$ cat config.mk
export PLATFORM = sky130hd
export DESIGN_NAME = branch_predictor_btb_flat
export DESIGN_NICKNAME = d
export VERILOG_FILES = /design/src/rtl/branch_predictor_btb_if.sv /design/src/rtl/branch_predictor_btb.sv /design/src/flat_wrapper.sv
export SDC_FILE = /design/constraint.sdc
export NUM_CORES = 2
export LEC_CHECK = 0
export CORE_ASPECT_RATIO = 1.25
export CORE_MARGIN = 1.5
export CORE_UTILIZATION = 35
export DETAILED_ROUTE_END_ITERATION = 8
export GPL_TIMING_DRIVEN = 1
export PLACE_DENSITY = 0.54
export SLEW_MARGIN = 0
export SYNTH_ARGS = -nofsm -noshare
export SYNTH_HDL_FRONTEND = slang
export SYNTH_SLANG_ARGS = --single-unit
$ cat constraint.sdc
create_clock -name CLK -period 34.9 [get_ports CLK]
set_clock_uncertainty 0.1 [all_clocks]
set_input_delay 3.49 -clock CLK [delete_from_list [all_inputs] [get_ports CLK]]
set_output_delay 3.49 -clock CLK [all_outputs]
set_load 0.02 [all_outputs]
$ cat src/rtl/branch_predictor_btb_if.sv
// Fetch-side lookup and resolve-side update bundle for the branch target buffer.
// upd_en acts as a valid with no ready: the BTB accepts every update in the cycle it is presented.
interface branch_predictor_btb_if #(
  parameter int HIST_W = 4,
  parameter int CNT_W  = 16
);
  logic [31:0]       lookup_pc;
  logic              pred_hit;
  logic              pred_taken;
  logic [31:0]       pred_target;
  logic [HIST_W-1:0] pred_ghr;
  logic              upd_en;
  logic [31:0]       upd_pc;
  logic [HIST_W-1:0] upd_ghr;
  logic              upd_taken;
  logic [31:0]       upd_target;
  logic              upd_mispred;
  logic [HIST_W-1:0] ghr;
  logic [CNT_W-1:0]  mispred_cnt;

  modport master (
    output lookup_pc, upd_en, upd_pc, upd_ghr, upd_taken, upd_target, upd_mispred,
    input  pred_hit, pred_taken, pred_target, pred_ghr, ghr, mispred_cnt
  );

  modport slave (
    input  lookup_pc, upd_en, upd_pc, upd_ghr, upd_taken, upd_target, upd_mispred,
    output pred_hit, pred_taken, pred_target, pred_ghr, ghr, mispred_cnt
  );
endinterface

$ cat src/rtl/branch_predictor_btb.sv
// Direct-mapped BTB with 2-bit direction counters, bimodal or gshare indexing,
// a non-speculative global history register and a saturating mispredict counter.
module branch_predictor_btb #(
  parameter int ENTRIES = 16,
  parameter int MODE    = 0,
  parameter int HIST_W  = 4,
  parameter int CNT_W   = 16
) (
  input logic                  CLK,
  input logic                  RST,
  branch_predictor_btb_if.slave bus
);
  localparam int IDX_W = $clog2(ENTRIES);
  localparam int TAG_W = 32 - IDX_W - 2;

  logic               r_valid  [ENTRIES];
  logic [TAG_W-1:0]   r_tag    [ENTRIES];
  logic [31:0]        r_target [ENTRIES];
  logic [1:0]         r_cnt    [ENTRIES];
  logic [HIST_W-1:0]  r_ghr;
  logic [CNT_W-1:0]   r_mcnt;

  logic [IDX_W-1:0]   w_lk_hist;
  logic [IDX_W-1:0]   w_up_hist;
  logic [IDX_W-1:0]   w_lk_idx;
  logic [IDX_W-1:0]   w_up_idx;
  logic [TAG_W-1:0]   w_lk_tag;
  logic [TAG_W-1:0]   w_up_tag;
  logic               w_lk_hit;
  logic               w_lk_taken;
  logic               w_up_hit;
  logic [1:0]         w_cnt_cur;
  logic [1:0]         w_cnt_next;
  logic [HIST_W-1:0]  w_ghr_next;
  logic               w_unused;

  assign w_unused = ^bus.upd_pc[1:0];

  // Updates index with the history the branch was predicted with, not the live GHR.
  assign w_lk_hist = (MODE == 1) ? IDX_W'(r_ghr)       : '0;
  assign w_up_hist = (MODE == 1) ? IDX_W'(bus.upd_ghr) : '0;
  assign w_lk_idx  = bus.lookup_pc[IDX_W+1:2] ^ w_lk_hist;
  assign w_up_idx  = bus.upd_pc[IDX_W+1:2]    ^ w_up_hist;
  assign w_lk_tag  = bus.lookup_pc[31:IDX_W+2];
  assign w_up_tag  = bus.upd_pc[31:IDX_W+2];

  assign w_lk_hit   = r_valid[w_lk_idx] && (r_tag[w_lk_idx] == w_lk_tag);
  assign w_lk_taken = w_lk_hit && r_cnt[w_lk_idx][1];

  assign bus.pred_hit    = w_lk_hit;
  assign bus.pred_taken  = w_lk_taken;
  assign bus.pred_target = w_lk_taken ? r_target[w_lk_idx] : bus.lookup_pc + 32'd4;
  assign bus.pred_ghr    = r_ghr;
  assign bus.ghr         = r_ghr;
  assign bus.mispred_cnt = r_mcnt;

  assign w_up_hit  = r_valid[w_up_idx] && (r_tag[w_up_idx] == w_up_tag);
  assign w_cnt_cur = r_cnt[w_up_idx];

  always_comb begin
    w_cnt_next = w_cnt_cur;
    if (bus.upd_taken) begin
      if (w_cnt_cur != 2'b11) w_cnt_next = w_cnt_cur + 2'd1;
    end else begin
      if (w_cnt_cur != 2'b00) w_cnt_next = w_cnt_cur - 2'd1;
    end
  end

  generate
    if (HIST_W == 1) begin : g_hist1
      assign w_ghr_next = bus.upd_taken;
    end else begin : g_histn
      assign w_ghr_next = {r_ghr[HIST_W-2:0], bus.upd_taken};
    end
  endgenerate

  // Tag hit trains the counter; a taken miss allocates at weak-taken; a not-taken miss is ignored.
  always_ff @(posedge CLK or posedge RST) begin
    if (RST) begin
      for (int i = 0; i < ENTRIES; i++) begin
        r_valid[i]  <= 1'b0;
        r_tag[i]    <= '0;
        r_target[i] <= '0;
        r_cnt[i]    <= 2'b01;
      end
    end else if (bus.upd_en) begin
      if (w_up_hit) begin
        r_cnt[w_up_idx] <= w_cnt_next;
        if (bus.upd_taken) r_target[w_up_idx] <= bus.upd_target;
      end else if (bus.upd_taken) begin
        r_valid[w_up_idx]  <= 1'b1;
        r_tag[w_up_idx]    <= w_up_tag;
        r_target[w_up_idx] <= bus.upd_target;
        r_cnt[w_up_idx]    <= 2'b10;
      end
    end
  end

  always_ff @(posedge CLK or posedge RST) begin
    if (RST) begin
      r_ghr  <= '0;
      r_mcnt <= '0;
    end else if (bus.upd_en) begin
      r_ghr <= w_ghr_next;
      if (bus.upd_mispred && (r_mcnt != '1)) r_mcnt <= r_mcnt + CNT_W'(1);
    end
  end
endmodule

$ cat src/flat_wrapper.sv
// flat-port wrapper written by rule: the top's interface ports become plain ports
module branch_predictor_btb_flat 
#(
  parameter int ENTRIES = 16,
  parameter int MODE    = 0,
  parameter int HIST_W  = 4,
  parameter int CNT_W   = 16
)
  (CLK, RST, bus_lookup_pc, bus_upd_en, bus_upd_pc, bus_upd_ghr, bus_upd_taken, bus_upd_target, bus_upd_mispred, bus_pred_hit, bus_pred_taken, bus_pred_target, bus_pred_ghr, bus_ghr, bus_mispred_cnt);
  branch_predictor_btb_if #(.HIST_W(HIST_W), .CNT_W(CNT_W)) bus_i ();
  input logic CLK;
  input logic RST;
  input wire logic [$bits(bus_i.lookup_pc)-1:0] bus_lookup_pc;
  input wire logic [$bits(bus_i.upd_en)-1:0] bus_upd_en;
  input wire logic [$bits(bus_i.upd_pc)-1:0] bus_upd_pc;
  input wire logic [$bits(bus_i.upd_ghr)-1:0] bus_upd_ghr;
  input wire logic [$bits(bus_i.upd_taken)-1:0] bus_upd_taken;
  input wire logic [$bits(bus_i.upd_target)-1:0] bus_upd_target;
  input wire logic [$bits(bus_i.upd_mispred)-1:0] bus_upd_mispred;
  output wire logic [$bits(bus_i.pred_hit)-1:0] bus_pred_hit;
  output wire logic [$bits(bus_i.pred_taken)-1:0] bus_pred_taken;
  output wire logic [$bits(bus_i.pred_target)-1:0] bus_pred_target;
  output wire logic [$bits(bus_i.pred_ghr)-1:0] bus_pred_ghr;
  output wire logic [$bits(bus_i.ghr)-1:0] bus_ghr;
  output wire logic [$bits(bus_i.mispred_cnt)-1:0] bus_mispred_cnt;
  assign bus_i.lookup_pc = bus_lookup_pc;
  assign bus_i.upd_en = bus_upd_en;
  assign bus_i.upd_pc = bus_upd_pc;
  assign bus_i.upd_ghr = bus_upd_ghr;
  assign bus_i.upd_taken = bus_upd_taken;
  assign bus_i.upd_target = bus_upd_target;
  assign bus_i.upd_mispred = bus_upd_mispred;
  assign bus_pred_hit = bus_i.pred_hit;
  assign bus_pred_taken = bus_i.pred_taken;
  assign bus_pred_target = bus_i.pred_target;
  assign bus_pred_ghr = bus_i.pred_ghr;
  assign bus_ghr = bus_i.ghr;
  assign bus_mispred_cnt = bus_i.mispred_cnt;
  branch_predictor_btb #(.ENTRIES(ENTRIES), .MODE(MODE), .HIST_W(HIST_W), .CNT_W(CNT_W)) u_core (.CLK(CLK), .RST(RST), .bus(bus_i));
endmodule
==> run summary <==
Notes on the flow run.

- The number of core rows is 156, for reference.
- The worst hold slack across all endpoints is 368 ps, for reference.
- The CTS tree is built, for reference.
- The placed cell area is 54000 um2, for reference.
- The post-cts hold buffer count is 0, for reference.
- The maximum vdd ir drop is 43.0 uV, for reference.
- After the flow finishes, the layout carries non-filler instances totaling about 5800.
- The sequential cell area fraction in the yosys report is 48.9%, for reference.
- Looking at area per cell type in the netlist, the leader is sky130_fd_sc_hd__dfrtp_1.
- The count of endpoints failing setup in the final report is 0, for reference.
- The data arrival time of the critical path is 10020 ps, for reference.
- In this run the critical register-to-register path is captured at u_core.r_tag[364]$_DFFE_PP0P_.
- The post-synthesis average cell area is 13.5 um2, for reference.
- The area share of the leading cell type in the synthesized netlist is 48.1%, for reference.
- STA classifies the critical path startpoint as a primary input.
- The timing startpoint of the critical path is bus_lookup_pc[2], for reference.
- The number of global-route vias before repair was ~34000.
- The simple-gate share of the synthesized area is 7.07%, for reference.
- After detailed routing, the met2 layer carries slightly below 80 mm of wire.
- The mapped cell area is 51000 um2, for reference.
- The setup path with the least slack is of type in2out.
- For this run, design rule violations remaining after detail routing come to 0.
- The library cells used most frequently in the layout, excluding fill and tap cells, are 980 x sky130_fd_sc_hd__dfrtp_1, 618 x sky130_fd_sc_hd__mux2_2, 544 x sky130_fd_sc_hd__nand2_1, 323 x sky130_fd_sc_hd__mux4_2, 208 x sky130_fd_sc_hd__mux2_1.
- In this run the critical register-to-register path is launched from u_core.r_tag[46]$_DFFE_PP0P_.
- Among all stages on the critical path, the largest delay is contributed by sky130_fd_sc_hd__buf_4.
- Post-route period utilization is reported as 39.0%.
- Across all stage logs, warnings added up to 38.
- The post-route setup TNS is 0 ps, for reference.
- The initial antenna violation count is 13.
- The overall power consumption is 0.00337 W, for reference.
- The highest routed metal layer is met5, for reference.
- No sink is reached through more buffers than the 3 on the longest clock path.
- The post-route report lists met1 wire length as 71.0 mm.
- The timing report gives the worst reg2reg path a setup slack of 29720 ps.
- The final hold violation count is 0, for reference.
- The part of the total power dissipated in sequential elements is 45.0%, for reference.
- The synthesized instance count is 3777.
- The detailed-routed wire length on met3 is about 8.4 mm, for reference.
- At the end of routability-driven placement, the weighted congestion stood at 0.798.
- The path with the worst hold slack has its endpoint at u_core.r_target[440]$_DFFE_PP0P_.
- The maximum net fanout on the critical path is roughly 70, for reference.
- The overall die width is 344 um, for reference.
- The slew at the pin closest to its max-slew limit is 1170 ps, for reference.
- Entering global routing, the biggest net connects 172 pins.
- The count of input and output buffers is 156, for reference.
- The total setup buffers inserted after CTS is 0, for reference.
- The estimated wirelength of the detail-placed design is 95.1 mm, for reference.
- The dominant delay contributor by cell family on the critical path is buffers and inverters, for reference.
- In the synthesized netlist the async set-or-reset flop fraction comes to 100%.
- The post-route netlist has about a third of its cells at a drive strength greater than 1.
- The starting DRC count in detailed routing is 2598, for reference.
- The switching portion of total power comes to 27.5%.
- Summed over all combinational cells, the power is 0.000629 W.
- For reference, full adder, half adder and majority cells occupy 0.0884% of the area reported after synthesis.
- The worst reg2reg path depth is 10, for reference.
- Post-CTS repair changed the size of 0 cells.
- Per the OpenROAD timing report, the critical path contains 14 cells.
- The detail-routed via count per cell is 5.64, for reference.
- The number of nets in the final layout is slightly below 4000, for reference.
- The worst hold path was traced through 2 stages.
- Of the post-synthesis cell area, the part taken by muxes is 35.9%.
- The timing report gives the biggest stage delay along the critical path as about 820 ps.
- The analysis attributes to net switching a power of 0.000927 W.
- The wire length of the first global-routing pass is 239 mm, for reference.
- The post-synth count of flops with an enable pin is 0.
- The floorplan die area is roughly 150000 um2, for reference.
- Synthesis instantiated roughly 80 different standard cells from the library.
- Sorting the synthesized cells by area gives the leading types as sky130_fd_sc_hd__dfrtp_1 48%, sky130_fd_sc_hd__mux4_2 14%, sky130_fd_sc_hd__mux2_2 14%, sky130_fd_sc_hd__mux2_1 4.6%, sky130_fd_sc_hd__nand2_1 4.0%.
- The power report puts the leakage power at 25.4 nW.
- By count the netlist is led by 980 x sky130_fd_sc_hd__dfrtp_1, 618 x sky130_fd_sc_hd__mux2_2, 549 x sky130_fd_sc_hd__nand2_1, 323 x sky130_fd_sc_hd__mux4_2, 208 x sky130_fd_sc_hd__mux2_1.
- The total via count after detailed routing is 32590, for reference.
- The run finished with clean final reports.
- The cell type with the highest occurrence count on the critical path is sky130_fd_sc_hd__buf_4, for reference.
- Prior to clock tree synthesis, the placed netlist has a worst setup slack of 21150 ps.
- The class of the tightest hold or removal check is reg2reg, for reference.
- The shortest period the worst path allows is 13610 ps, for reference.
- TritonRoute output was used to compute an average wire per cell of 27.8 um.
- The most numerous cell in the Yosys netlist is sky130_fd_sc_hd__dfrtp_1, for reference.
- The launch point of the worst hold path is u_core.r_target[440]$_DFFE_PP0P_, for reference.
- The post-layout worst setup margin is 21290 ps, for reference.
- Grouping non-sequential cells by family puts the most area in multiplexers.
- For the worst setup path, the data required time is 31310 ps.
- The sequential power is 0.00152 W, for reference.
- The number of cell instances after yosys synthesis is roughly 3800, for reference.
- The cell sequence reported for the critical path is buf_8 -> buf_4 -> buf_4 -> nand2b_1 -> o22ai_1 -> a221oi_1 -> xnor2_1 -> nand3_1 -> o41ai_1 -> nand4bb_1 -> nor4b_4 -> buf_4 -> mux2_1 -> clkdlybuf4s50_1.
- The count of TritonRoute iterations in the first routing pass is 8, for reference.
- Yosys reports a chip area of 51000 um2.
- The most used flip-flop cell is sky130_fd_sc_hd__dfrtp_1, for reference.
- The type of element capturing the critical path is an output port, for reference.
- Internal power comes to ~0.0024 W.
- The critical path contains buffers and inverters numbering 5 combined.
- Yosys reported a register bit count of 996.
- Per the post-route antenna check, the number of violating nets is 0.
- Summed over all layers, the global routing overflow is 0.
- Across the run, the number of max-cap violations was 0.
- Per report_power, the combinational group accounts for 18.7% of the total.
- Across every metal layer, demand over resource in global routing totals 21.9%.
- For this run, the top clock speed supported by timing is between 70 and 80 MHz.
- The group drawing the most power is registers, for reference.
- Setup repair after global routing left no endpoint under its margin.
- The number of primary I/O pins is 163, for reference.
- The final-report max-slew violation count is 0, for reference.
- The compound-gate portion of the synthesized area is 2.85%, for reference.
- Per the placement report, the placed cell count is 5575.
- The area added between synthesis and finish is 13.4%, for reference.
- The deepest level of the CTS H-tree is 3, for reference.
- The most common logic cell in the routed design is sky130_fd_sc_hd__dfrtp_1, for reference.
- The xor and xnor area share after synthesis is 1.82%, for reference.
- Summed over all layers, the routed wires come to 161 mm.
- The root buffer cell is sky130_fd_sc_hd__clkbuf_16, for reference.
- Synthesis produced a netlist with a net count of 3884.
- The die height is approximately 430 um, for reference.
- The relative slew slack is 20.0%, for reference.
- The count of yosys warnings during synthesis is 0, for reference.
- The filler cell count in the final layout is 13480, for reference.
- The floorplan-stage core utilization is between 30% and 40%, for reference.
- Looking at the worst setup and hold paths, the clock pins of their registers show a slew of 60 ps.
- The power density over cell area is 58.3 nW/um2, for reference.
- Following the worst setup path forward leads to its endpoint at bus_pred_target[10].
-- layer usage --
layer,up-vias,global-route usage (%)
met5,-,0
met4,16,6.17
li1,13807,-
met3,227,3.29
met2,884,35.3
met1,17656,30.6
-- area by class of cell --
cell class / instances / area (um2) / area share (%)
inverters: 24 / 100 / 0.173
diodes: 1 / 2.50 / 0.00433
clock buffers: 168 / 3350 / 5.80
clock inverters: 39 / 479 / 0.829
flip-flops and latches: 996 / 24900 / 43.2
multi-input cells: 2430 / 24400 / 42.3
repair buffers: 229 / 2120 / 3.68
well taps: 1896 / 2370 / 4.10
-- registers in the layout, summed over array words and instances, names as in the netlist --
name,count
u_core.r_target,512
u_core.bus.ghr,4
u_core.r_tag,416
u_core.bus.mispred_cnt,16
u_core.r_cnt,32
u_core.r_valid,16
**Sequential cells coloured by netlist name**

Other sequential cells in the stronger grey, the rest of the logic in the fainter grey.
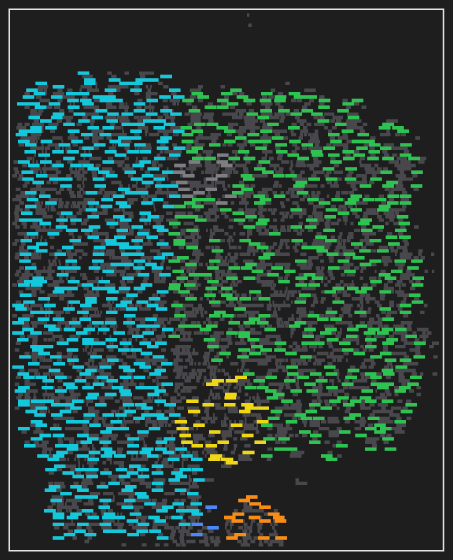
Key: u_core.r_target = cyan [flops 512]; u_core.r_tag = green [flops 416]; u_core.bus.ghr = blue [flops 4, where south]; u_core.bus.mispred_cnt = orange [flops 16, where south]; u_core.r_cnt = yellow [flops 32, where south]
Another 16 sequential cells are not coloured.

**Clock wires, drivers and flops**

Scale bar: 100 um.
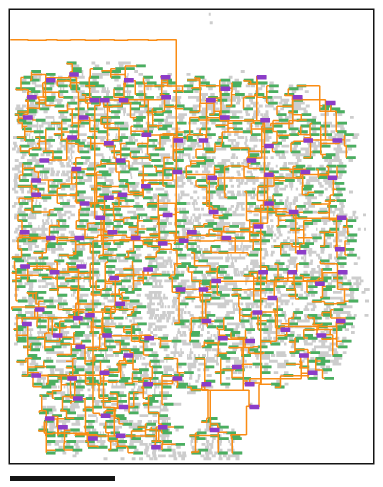
Key: clock-net drivers = purple [count 110]; clock wires = orange [length 14100 um]; flip-flops = green [count 996]
Position of the flops: widely spread. There are 111 routed clock nets.
power in the clock group: 0.00122 W
Late-Pin Clk Latency: 750 ps
clock share of power: 36.3%

**The clock network**

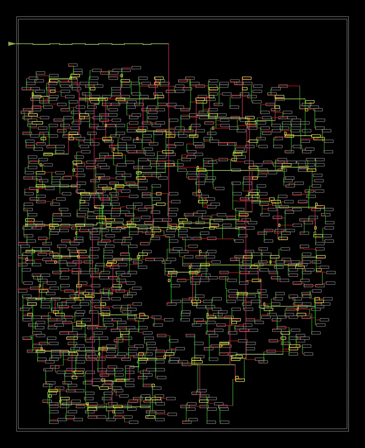
CTS sink count: 996
number of sequential cells: 996
total clock buffers created by CTS: 110
clock buffer instance count of the final layout: 168

**Placed cells, one colour a class**

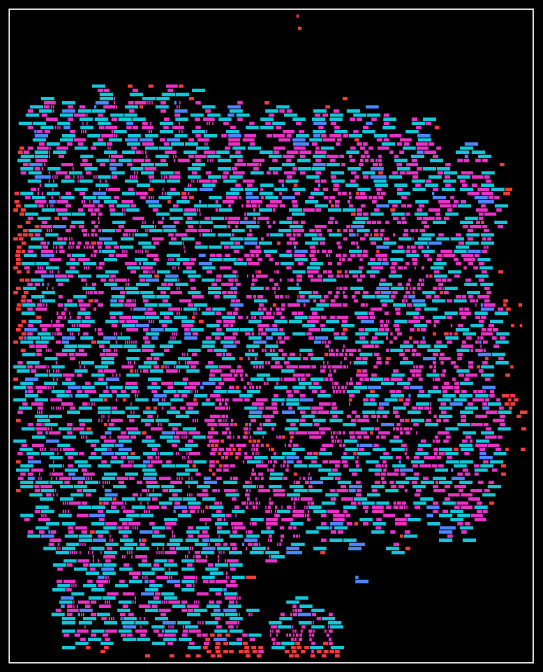
Key: registers = cyan [cells 996, share of their area 45%]; remaining buffers and delay cells = red [cells 229, share of their area 3.8%]; remaining logic cells = magenta [cells 2454, share of their area 44%]; clock drivers and dummy loads = blue [cells 207, share of their area 6.9%]
final design instance area without fill: 57800 um2
Final Core Density: 40.0%
Core Footprint: 145000 um2

Power is estimated from default activity; no workload was simulated.
